Design rca_byte_sequencer, sky130hd; sources not shown.
Figure 1. PDN straps and rails (run 1).
The bar under the picture is 20 um long. Pins as bars on the die edge.
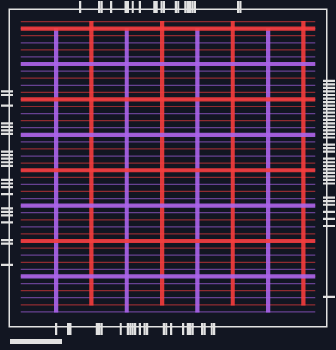
legend:
  red:
    net: VDD
  purple:
    net: VSS
met4 straps: 8
met5 straps: 8
rows: 41
signal pins: 104
Core Box Area: 0.0126 mm^2
die height: 121 um

Figure 2. Cells colored by class (run 1).
Fill, decap, tap and diode cells in gray.
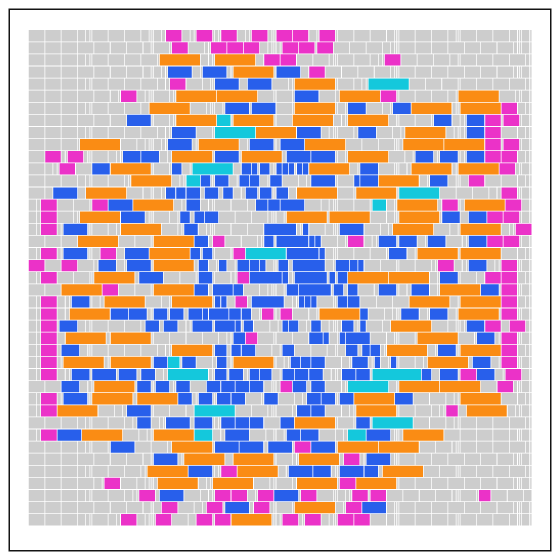
legend:
  cyan:
    class: clock drivers and dummy loads
    cells: 16
    share_of_their_area: 4.8%
  blue:
    class: combinational and other logic
    cells: 247
    share_of_their_area: 38%
  magenta:
    class: remaining buffers and delay cells
    cells: 112
    share_of_their_area: 17%
  orange:
    class: sequential cells
    cells: 104
    share_of_their_area: 40%
sequential share of cell area: 39.0%
cell area after layout: 0.00667 mm^2
final core utilization: 52.8%
Rows: 41

Figure 3. Clock distribution (run 1).
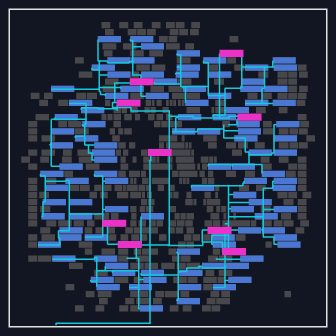
legend:
  magenta:
    item: clock drivers
    count: 9
  blue:
    item: flip-flops
    count: 104
  cyan:
    item: clock wires
    length: 1,220 um
routed clock nets: 10
maximum clock skew at final layout: 0.00602 ns
Latency at later pin: 0.35 ns

==> impl_metrics.ini, run 1 <==
; implementation run metrics
[place]
hpwl_um = 8530
port_buffers = 103
globalplace.congestion = 0.913
place_inst = 635

[cells_and_area]
final_nets = 554
fillers = 1143
flop_area_mm2 = 0.00260
layoutNonFillerInstCount = 651

[clock_network]
ctsHoldBuffers = 0
cts_buffer_depth = 2
post_cts_buffers = 0
cts_tree = built
cts_inserted_buffers = 9
cts_root_buf = clkbuf_16
clk_pin_slew_ns = 0.07

[die]
core_util_floorplan_pct = 41.8
dieArea_mm2 = 0.0147

[final_timing]
fmax_ghz = 0.194
slew_violations = 0
setup_tns_ns = 0
hold_viol_final = 0
finalCritPeriodShare_pct = 90.9

[global_route]
antenna_found_initial = 0
grt_pass1_wl_um = 18600
grt_max_degree = 72

[yosys]
yosys_area_mm2 = 0.00527
synth_cell_types = 36
edf_count = 0
syn_avg_cell_area_um2 = 14.0
synthCells = 376
top_area_share_pct = 49.4

[run]
openroad.warnings = 29

[routing]
dr.first_iter.drc_count = 263
first_pass_iters = 4
post_drt_via_cell_ratio = 4.94
drc = 0

[critical_path]
cp.required_ns = 5.97
critical_path_arrival_ns = 5.45
crit_path_end_kind = flip-flop

[run_status]
status = complete, no violations
==> run 1: critical path, stage by stage (launching register included) <==
cell      delay (ns)
dfrtp_1         0.42
inv_1           0.09
ha_1            0.18
buf_4           0.19
nor2b_1         0.06
buf_4           0.16
a221oi_1        0.26
o22ai_1         0.14
fa_1            0.40
inv_1           0.08
fa_1            0.17
inv_1           0.05
fa_1            0.37
fa_1            0.39
fa_1            0.40
fa_1            0.40
fa_1            0.38
inv_1           0.08
fa_1            0.40
inv_1           0.14
nor2b_1         0.15
nand4b_1        0.10
nand3_1         0.10
==> run 1: cell families (layout without fill, tap and decap cells) <==
| kind of cell | after synthesis | count (layout) | share of synthesized area, % |
|---|---|---|---|
| compound gates | 44 | 44 | 6.38 |
| flops | 104 | 104 | 49.4 |
| buf+inv | 39 | 142 | 5.29 |
| fa+ha+maj | 12 | 12 | 3.99 |
| mux | 99 | 99 | 24.7 |
| simple gates | 46 | 46 | 4.96 |
| xor+xnor | 32 | 32 | 5.32 |
==> run 1: final cells by class <==
| cell class | count | area share (%) |
|---|---|---|
| well taps | 172 | 3.23 |
| clock buffers | 9 | 3.38 |
| flip-flops and latches | 104 | 39.0 |
| clock inverters | 7 | 1.29 |
| repair buffers | 112 | 16.4 |
| inverters | 14 | 0.788 |
| multi-input cells | 233 | 35.8 |
==> run 1: placed cells by master, fill, tap and decap left out, types with 3 or more instances in the layout <==
cell type	netlist	final
nand2_2	3	3
fa_1	8	8
dfrtp_1	104	104
nand2_1	12	12
clkbuf_16	0	9
buf_4	5	10
o31ai_1	8	8
mux2_4	50	50
clkdlybuf4s50_1	0	102
o22ai_1	7	7
inv_1	14	14
xnor2_1	15	15
ha_1	4	4
a21o_1	7	7
mux2_2	48	48
nor2b_1	20	20
xor2_1	17	17
a221oi_1	16	16
==> run 1: stage by stage <==
step	hold slack, ns	cell area [um^2]	setup WS [ns]
floorplan	0.272	5270	0.799
global placement	0.460	6360	0.716
detailed placement	0.484	6360	0.531
CTS	0.166	6670	0.513
global route	0.186	6670	0.173
finish	0.151	6670	0.516
==> run 1: metal layers <==
layer  vias up  part of all wire, %  GRT usage (%)
met1      1610                   46           22.4
met5         -                    0              0
met3         8                  4.7           3.22
met2        87                   48           25.7
met4         0                  1.2           4.83
li1       1511                    -              -
--- run 2 (diff from run 1) ---
- clock period: 5.68 -> 4.9 ns (I/O delays scaled with it)
Figure 4. Clock distribution (run 2).
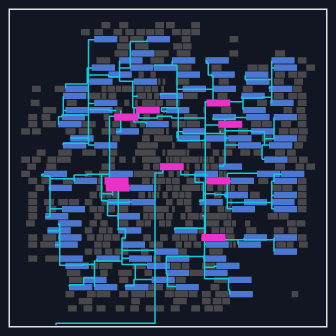
Latency at later pin: 0.34 ns
maximum clock skew at final layout: 0.0108 ns

Figure 5. The clock network (run 2).
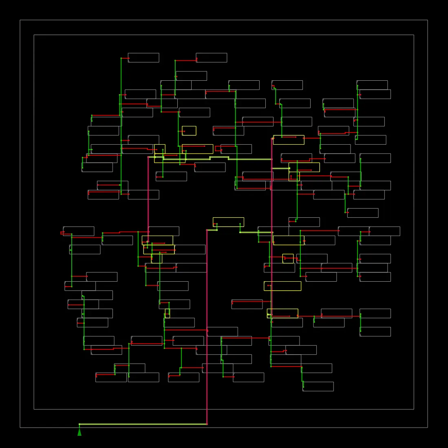
TritonCTS Buffers: 9
sequential cell count: 104
clk sinks: 104
clkbuf count: 10

==> run 2 against run 1 <==
Die size stayed put; synthesized cell count is the same; sequential share of layout area is 0.53 points lower; critical endpoint unchanged; critical path depth fell by 2; clock-buffer cell count grew 1.
==> impl_metrics.ini, run 2 <==
; implementation run metrics
[die]
coreArea_mm2 = 0.0126
dieHeight_um = 121
core_util_floorplan_pct = 41.8

[critical_path]
cpMaxStageDelayCell = fa_1
crit_path_end_kind = flip-flop
critical_path_arrival_ns = 4.99
path_cells = inv_1 -> ha_2 -> nor2b_1 -> a221oi_2 -> o22ai_2 -> fa_1 -> inv_1 -> fa_1 -> inv_1 -> fa_1 -> fa_2 -> fa_2 -> fa_2 -> fa_1 -> inv_1 -> fa_1 -> inv_1 -> nor2b_1 -> nand4b_1 -> nand3_1
critical_path.max_stage_delay_ns = 0.40
crit_cells = 20

[place]
globalplace.congestion = 0.841
post_dp_cell_area_mm2 = 0.00639

[routing]
drc = 0
first_pass_iters = 4
dr.first_iter.drc_count = 173

[final_timing]
hold_viol_final = 0
fin_ws_ns = 0.182
setup_tns_ns = 0

[clock_network]
clk_pin_slew_ns = 0.07
cts_tree = built
ctsHoldBuffers = 0

[run]
openroad.warnings = 29

[cells_and_area]
stdcell_area_mm2 = 0.00676
lay_top_count = dfrtp_1
fin_util_pct = 53.6
final_nets = 562

[run_status]
status = complete, no violations
[run 2: worst reg2reg max path, stage by stage, from the launching register on]
cell and delay, ns:
dfrtp_1 0.39, inv_1 0.11, ha_2 0.20, nor2b_1 0.16
a221oi_2 0.31, o22ai_2 0.12, fa_1 0.40, inv_1 0.08
fa_1 0.16, inv_1 0.05, fa_1 0.38, fa_2 0.35
fa_2 0.35, fa_2 0.35, fa_1 0.38, inv_1 0.08
fa_1 0.40, inv_1 0.09, nor2b_1 0.13, nand4b_1 0.10
nand3_1 0.10
[run 2: area by class of cell]
class | count | area (um^2) | share of cell area (%)
inverters | 14 | 52.6 | 0.777
well taps | 172 | 215 | 3.18
clock buffers | 10 | 229 | 3.39
clock inverters | 6 | 76.3 | 1.13
flip-flops and latches | 104 | 2600 | 38.5
multi-input cells | 233 | 2430 | 35.9
repair buffers | 120 | 1160 | 17.1
[run 2: cells by family after synthesis]
| group | share of synthesized area, % |
|---|---|
| buf+inv | 5.29 |
| xor+xnor | 5.32 |
| compound gates | 6.38 |
| simple gates | 4.96 |
| fa+ha+maj | 3.99 |
| flops | 49.4 |
| mux | 24.7 |
[run 2: timing repair]
item	4_1_cts	5_1_grt
gates resized	0	9
setup buffers	0	4
setup endpoints to repair	0	5
[run 2: metrics by stage]
stage | cells | hold WS (ns)
after floorplan | 376 | 0.194
after global placement | 639 | 0.466
after detailed placement | 639 | 0.467
after CTS | 655 | 0.103
after global routing | 659 | 0.120
final | 659 | 0.0912
[run 2: routing by layer]
| layer | GRT usage (%) | vias to the layer above | part of all wire [%] |
|---|---|---|---|
| li1 | - | 1526 | - |
| met1 | 22.4 | 1607 | 46 |
| met2 | 25.5 | 87 | 48 |
| met3 | 2.70 | 13 | 4.2 |
| met4 | 4.90 | 0 | 1.5 |
| met5 | 0 | - | 0 |
